`src/rtl/shapool_pkg.sv`:
```
// Shared constants and types for the shapool job controller: job framing,
// field positions inside the assembled job word, and controller states.
package shapool_pkg;

  localparam int JOB_BYTES     = 47;
  localparam int JOB_BITS      = 376;
  localparam int BYTE_CNT_W    = 6;

  localparam int SHA_STATE_MSB = 375;
  localparam int MSG_HEAD_MSB  = 119;
  localparam int DIFF_MSB      = 23;
  localparam int NONCE_MSB_MSB = 7;

  localparam int SHA_ROUNDS    = 64;

  typedef enum logic [1:0] {
    ST_LOAD  = 2'd0,
    ST_RUN   = 2'd1,
    ST_DRAIN = 2'd2,
    ST_DONE  = 2'd3
  } ctrl_state_e;

endpackage

```
`src/rtl/shapool_job_shifter.sv`:
```
// Byte-wide MSB-first job shift register with byte counter; flags the
// acceptance of the final job byte and exposes the fully assembled word.
module shapool_job_shifter
  import shapool_pkg::*;
(
  input  logic                clk,
  input  logic                reset,
  input  logic                clear_i,
  input  logic                accept_i,
  input  logic [7:0]          byte_i,
  output logic [JOB_BITS-1:0] job_word_o,
  output logic                last_o
);

  // The newest byte is never stored: the full word is formed combinationally
  // on the edge that accepts it, so only the older bytes need flops.
  logic [JOB_BITS-9:0]   shift_q, shift_d;
  logic [BYTE_CNT_W-1:0] byte_cnt_q, byte_cnt_d;

  always_comb begin
    job_word_o = {shift_q, byte_i};
    last_o     = accept_i && !clear_i && (byte_cnt_q == BYTE_CNT_W'(JOB_BYTES - 1));
    shift_d    = shift_q;
    byte_cnt_d = byte_cnt_q;
    if (clear_i) begin
      byte_cnt_d = '0;
    end else if (accept_i) begin
      shift_d    = {shift_q[JOB_BITS-17:0], byte_i};
      byte_cnt_d = last_o ? '0 : byte_cnt_q + BYTE_CNT_W'(1);
    end
  end

  always_ff @(posedge clk) begin
    if (reset) begin
      shift_q    <= '0;
      byte_cnt_q <= '0;
    end else begin
      shift_q    <= shift_d;
      byte_cnt_q <= byte_cnt_d;
    end
  end

endmodule

```
`src/rtl/shapool_job_ctrl.sv`:
```
// Job controller for the shapool hashing pool: loads a 47-byte job, runs the
// pool until success or segment exhaustion, then holds one result until ack.
module shapool_job_ctrl
  import shapool_pkg::*;
#(
  parameter  int POOL_SIZE_LOG2 = 0,
  parameter  int NONCE_LAG      = 2,
  parameter  int DRAIN_CYCLES   = 128,
  localparam int NONCE_WIDTH    = 32 - POOL_SIZE_LOG2
) (
  input  logic                   clk,
  input  logic                   reset,
  input  logic [7:0]             in_data,
  input  logic                   in_valid,
  output logic                   in_ready,
  input  logic                   abort,
  output logic [255:0]           sha_state,
  output logic [95:0]            message_head,
  output logic [15:0]            difficulty_bm,
  output logic [7:0]             nonce_start_MSB,
  output logic                   pool_reset_n,
  input  logic                   pool_success,
  input  logic [NONCE_WIDTH-1:0] pool_nonce,
  output logic                   result_valid,
  output logic                   result_found,
  output logic [NONCE_WIDTH-1:0] result_nonce,
  input  logic                   result_ack
);

  localparam int DRAIN_W = $clog2(DRAIN_CYCLES) + 1;

  ctrl_state_e            state_q, state_d;
  logic [JOB_BITS-1:0]    job_word_s;
  logic                   last_byte_s;
  logic                   exhausted_s;

  logic [255:0]           sha_state_q, sha_state_d;
  logic [95:0]            message_head_q, message_head_d;
  logic [15:0]            difficulty_bm_q, difficulty_bm_d;
  logic [7:0]             nonce_msb_q, nonce_msb_d;
  logic                   result_valid_q, result_valid_d;
  logic                   result_found_q, result_found_d;
  logic [NONCE_WIDTH-1:0] result_nonce_q, result_nonce_d;
  logic [DRAIN_W-1:0]     drain_cnt_q, drain_cnt_d;

  shapool_job_shifter u_shifter (
    .clk        (clk),
    .reset      (reset),
    .clear_i    (abort),
    .accept_i   (in_valid && in_ready),
    .byte_i     (in_data),
    .job_word_o (job_word_s),
    .last_o     (last_byte_s)
  );

  // The segment is used up once the pool counter's top byte moves past the job's.
  assign exhausted_s = (pool_nonce[NONCE_WIDTH-1 -: 8] == (nonce_msb_q + 8'd1));

  always_ff @(posedge clk) begin
    if (reset) begin
      state_q <= ST_LOAD;
    end else begin
      state_q <= state_d;
    end
  end

  always_comb begin
    state_d = state_q;
    if (abort) begin
      state_d = ST_LOAD;
    end else begin
      case (state_q)
        ST_LOAD:  state_d = last_byte_s ? ST_RUN : ST_LOAD;
        ST_RUN:   state_d = pool_success ? ST_DONE : (exhausted_s ? ST_DRAIN : ST_RUN);
        ST_DRAIN: state_d = (pool_success || (drain_cnt_q == '0)) ? ST_DONE : ST_DRAIN;
        ST_DONE:  state_d = result_ack ? ST_LOAD : ST_DONE;
        default:  state_d = ST_LOAD;
      endcase
    end
  end

  always_comb begin
    in_ready     = (state_q == ST_LOAD);
    pool_reset_n = (state_q == ST_RUN) || (state_q == ST_DRAIN);
  end

  always_comb begin
    sha_state_d     = sha_state_q;
    message_head_d  = message_head_q;
    difficulty_bm_d = difficulty_bm_q;
    nonce_msb_d     = nonce_msb_q;
    result_valid_d  = result_valid_q;
    result_found_d  = result_found_q;
    result_nonce_d  = result_nonce_q;
    drain_cnt_d     = drain_cnt_q;
    if (last_byte_s) begin
      sha_state_d     = job_word_s[SHA_STATE_MSB -: 256];
      message_head_d  = job_word_s[MSG_HEAD_MSB -: 96];
      difficulty_bm_d = job_word_s[DIFF_MSB -: 16];
      nonce_msb_d     = job_word_s[NONCE_MSB_MSB -: 8];
    end
    if (abort) begin
      result_valid_d = 1'b0;
    end else begin
      case (state_q)
        ST_RUN, ST_DRAIN: begin
          if (pool_success) begin
            result_nonce_d = pool_nonce - NONCE_WIDTH'(NONCE_LAG);
            result_found_d = 1'b1;
            result_valid_d = 1'b1;
          end else if (state_q == ST_RUN) begin
            if (exhausted_s) drain_cnt_d = DRAIN_W'(DRAIN_CYCLES - 1);
          end else if (drain_cnt_q == '0) begin
            result_nonce_d = '0;
            result_found_d = 1'b0;
            result_valid_d = 1'b1;
          end else begin
            drain_cnt_d = drain_cnt_q - DRAIN_W'(1);
          end
        end
        ST_DONE: begin
          if (result_ack) begin
            result_valid_d = 1'b0;
            result_found_d = 1'b0;
          end
        end
        default: begin
          drain_cnt_d = drain_cnt_q;
        end
      endcase
    end
  end

  always_ff @(posedge clk) begin
    if (reset) begin
      sha_state_q     <= '0;
      message_head_q  <= '0;
      difficulty_bm_q <= '0;
      nonce_msb_q     <= '0;
      result_valid_q  <= 1'b0;
      result_found_q  <= 1'b0;
      result_nonce_q  <= '0;
      drain_cnt_q     <= '0;
    end else begin
      sha_state_q     <= sha_state_d;
      message_head_q  <= message_head_d;
      difficulty_bm_q <= difficulty_bm_d;
      nonce_msb_q     <= nonce_msb_d;
      result_valid_q  <= result_valid_d;
      result_found_q  <= result_found_d;
      result_nonce_q  <= result_nonce_d;
      drain_cnt_q     <= drain_cnt_d;
    end
  end

  assign sha_state       = sha_state_q;
  assign message_head    = message_head_q;
  assign difficulty_bm   = difficulty_bm_q;
  assign nonce_start_MSB = nonce_msb_q;
  assign result_valid    = result_valid_q;
  assign result_found    = result_found_q;
  assign result_nonce    = result_nonce_q;

endmodule

```
`config.mk`:
```
export PLATFORM = sky130hd
export DESIGN_NAME = shapool_job_ctrl
export DESIGN_NICKNAME = d
export VERILOG_FILES = /design/src/rtl/shapool_pkg.sv /design/src/rtl/shapool_job_shifter.sv /design/src/rtl/shapool_job_ctrl.sv
export SDC_FILE = /design/constraint.sdc
export NUM_CORES = 1
export LEC_CHECK = 0
export ABC_AREA = 1
export CORE_MARGIN = 5
export CORE_UTILIZATION = 48
export DETAILED_ROUTE_END_ITERATION = 8
export PLACE_DENSITY = 0.85
export SLEW_MARGIN = 15
export SYNTH_ARGS = -nofsm -noshare
export SYNTH_HDL_FRONTEND = slang
export SYNTH_SLANG_ARGS = --single-unit
```
`constraint.sdc`:
```
create_clock -name clk -period 1.6 [get_ports clk]
set_input_delay 0.32 -clock clk [delete_from_list [all_inputs] [get_ports clk]]
set_output_delay 0.32 -clock clk [all_outputs]
set_load 0.02 [all_outputs]
```
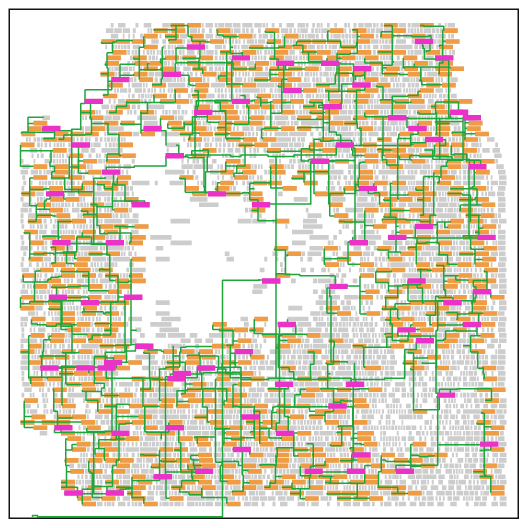
(routed clock nets over the placement)
(2 px per um)
- green: clock wires (length 9170 um)
- magenta: clock drivers (count 79)
- orange: flip-flops (count 794)
- routed clock nets: 80
power in the clock group: 18.6 mW
clock network fraction of design power: 0.437
Insertion Delay late pin: 640 ps

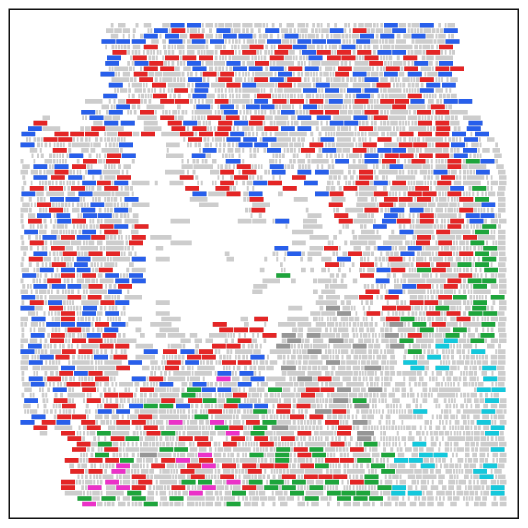
(sequential cells grouped by signal name)
(2 px per um)
- red: `u_shifter.shift_q` (flops 368; where widely spread)
- magenta: `difficulty_bm` (flops 16)
- blue: `sha_state` (flops 256; where widely spread)
- cyan: `result_nonce` (flops 32; where lower right)
- green: `message_head` (flops 96)
- not coloured: 26
sequential cell power: 20.9 mW
fraction of area in registers: 0.379
final core utilization: 0.712
register area: 15900 um2

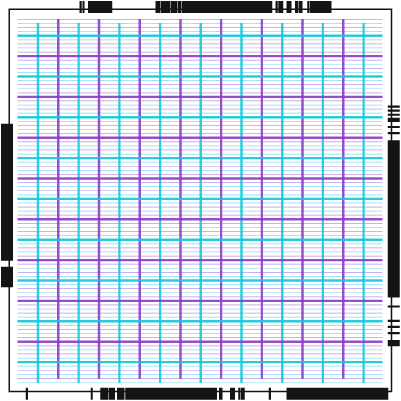
(power grid)
(1.5 px per um) Pins as bars on the die edge.
- purple: VDD
- cyan: VSS
- rows: 89
- signal pins: 458
- met1 rails: 90
- met4 straps: 17

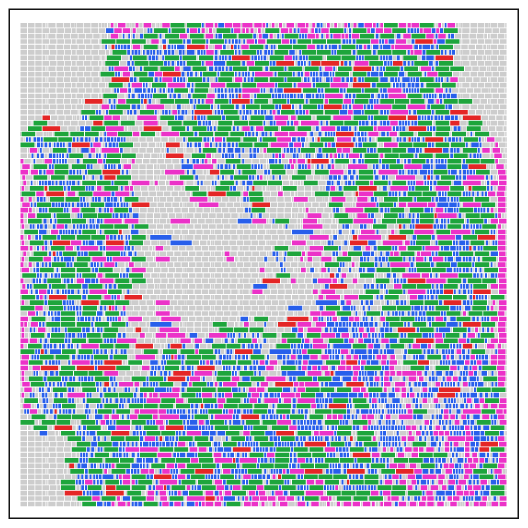
(placement by cell class)
(2 px per um) Fill, decap, tap and diode cells in grey.
- blue: combinational and other logic (cells 2706; share of their area 32%)
- magenta: remaining buffers and delay cells (cells 829; share of their area 23%)
- green: sequential cells (cells 794; share of their area 39%)
- red: clock drivers and dummy loads (cells 141; share of their area 6.3%)
Core Area: 58900 um2
number of rows created at floorplan: 89
post-route cell area: 42000 um2

==> COMMIT_EDITMSG <==
Record implementation results from latest flow run

- Run status: finished with violations
* Violations in the final reports: setup timing
- The share of the Yosys chip area taken by registers is 0.557.
- The worst setup path is launched from a flip-flop.
- Among all cell types in the netlist, the one instantiated most often is sky130_fd_sc_hd__nor2_1.
* Post-synthesis async set-or-reset flop share: 0
- Port buffering added roughly 460 buffers.
- Final-layout worst hold slack: around 280 ps
- Setup repair after global routing could not meet its margin everywhere.
- Per the OpenROAD floorplan log, the width of the die is 254 um.
* Routed wire length: approximately 110000 um
- The post-synth count of flops with an enable pin is 0.
- Ordered cell list for the critical path: inv_2, ha_4, nand2_4, nor2_4, buf_12, nand2_8, buf_12, clkinv_16, buf_16, buf_12, clkbuf_16, nor2_1, nor2_1
* Fmax: 0.426 GHz
* Number of hold-repair buffers added at the cts stage: 0
- The final hold violation count recorded for this run is 0.
* Kind of critical path: reg -> reg
- On the worst path, the slowest cell contributes a delay of 450 ps.
- The first detailed-routing pass took 8 iterations.
- Net count entering floorplan: between 3k and 4k
* Number of global-route vias before repair: 25.2k
- STA classifies the critical path endpoint as a flip-flop.
* Initial antenna violation count: 1
- In this run the mean area of a mapped cell was roughly 7.6 um2.
- Setup slack on the critical path of the routed design comes to -750 ps.
- Per STA, the library cell used most along the worst path is sky130_fd_sc_hd__buf_12.
- Setup violation total in the final timing report: roughly 840
- Total number of vias: 29.9k
- The first routing iteration left between 3k and 4k violations.
- STA reports the tightest min-delay check as being of type in -> reg.
- Die Outline Area: 64400 um2
* Setup Slack @ Placement: -534 ps
* Initial core utilization: 0.484
- 458 I/O pins were placed.
- The count of nets left with antenna violations once routing finished came out at 0.
- The number of different library cells used by synthesis comes to 34.
- Top cells excl fill/tap: 1403 x sky130_fd_sc_hd__nor2_1, 782 x sky130_fd_sc_hd__dfxtp_1, 615 x sky130_fd_sc_hd__o21ai_0
- Counting every instance in the synthesized netlist gives 3744.
* Gr usage total: 0.262
- Fin Clk Skew: ~18 ps
- The analysis attributes to cell leakage a power of about 18 nW.
- The timing report gives the clock slew at the launch and capture registers of the worst setup and hold paths as around 70 ps.
metrics by stage:
| step | TNS (ps) | cells | total power, mW | instance area (um2) |
|---|---|---|---|---|
| 3_3_place_gp | -280810 | 4931 | 23.3 | 35200 |
| 3_5_place_dp | -300660 | 4931 | 23.4 | 35200 |
| 6_report | -160340 | 5243 | 42.5 | 42000 |
| 2_1_floorplan | -3790 | 3744 | 22.4 | 28800 |
| 4_1_cts | -56250 | 5106 | 41.7 | 38000 |
| 5_1_grt | -209790 | 5243 | 43.6 | 42000 |
metal layers:
layer  vias to the layer above  track usage  share of wire
li1                      13389            -              -
met1                     13956        0.341           0.37
met2                      1982        0.427           0.45
met3                       560       0.0525           0.11
met4                         2        0.115          0.072
met5                         -            0        0.00011
power by group:
part           internal, mW  switching, mW  total [mW]
Combinational          1.26           1.70        2.96
Clock                  10.4           8.15        18.6
Sequential             20.3          0.590        20.9
Total                  32.0           10.4        42.5
state kept, by name, summed over array words and instances, names as in the netlist:
| name | count |
|---|---|
| difficulty_bm | 16 |
| sha_state | 256 |
| u_shifter.shift_q | 368 |
| result_nonce | 32 |
| result_found | 1 |
| nonce_start_MSB | 8 |
| u_shifter.byte_cnt_q | 6 |
| drain_cnt_q | 8 |
| state_q | 2 |
| result_valid | 1 |
| message_head | 96 |
path summary, 6_finish.rpt:
| check | start | to | slack [ps] | cells after the start |
|---|---|---|---|---|
| worst min-delay path | pool_nonce[0] | result_nonce[0]$_SDFFE_PP0P_ | 280 | 3 |
| worst min register to register | result_nonce[8]$_SDFFE_PP0P_ | result_nonce[8]$_SDFFE_PP0P_ | 460 | 2 |
| worst max-delay path | state_q[1]$_SDFF_PP0_ | difficulty_bm[5]$_SDFFE_PP0P_ | -750 | 13 |
| worst max register to register | state_q[1]$_SDFF_PP0_ | difficulty_bm[5]$_SDFFE_PP0P_ | -750 | 13 |
cell families after synthesis:
| logic type | share of synthesized area |
|---|---|
| compound gates | 0.144 |
| flops | 0.557 |
| fa+ha+maj | 0.00395 |
| xor+xnor | 0.00522 |
| buf+inv | 0.0488 |
| simple gates | 0.241 |
what timing repair did:
action | in CTS | in global routing
pin swaps | 47 | 128
gates resized | 1569 | 540
buffers inserted | 22 | 51
endpoints found under the setup margin | 1201 | 898
cloned | 12 | 94
critical path: cells and delay by family, from the launching register on:
kind          cells  cell delay [ps]
fa+ha+maj         1              160
buf+inv           7              870
flops             1              330
simple gates      5              810
area by class of cell:
cell class                      count  area (um2)  share of cell area
Multi-Input combinational cell   2620       12500               0.298
Sequential cell                   794       15900               0.379
Timing Repair inverter              8         196             0.00468
Timing Repair Buffer              829        9450               0.225
Clock inverter                     32         315             0.00751
Tap cell                          773         967              0.0230
Clock buffer                      109        2250              0.0537
Inverter                           78         355             0.00847
Power is estimated from default activity; no workload was simulated.
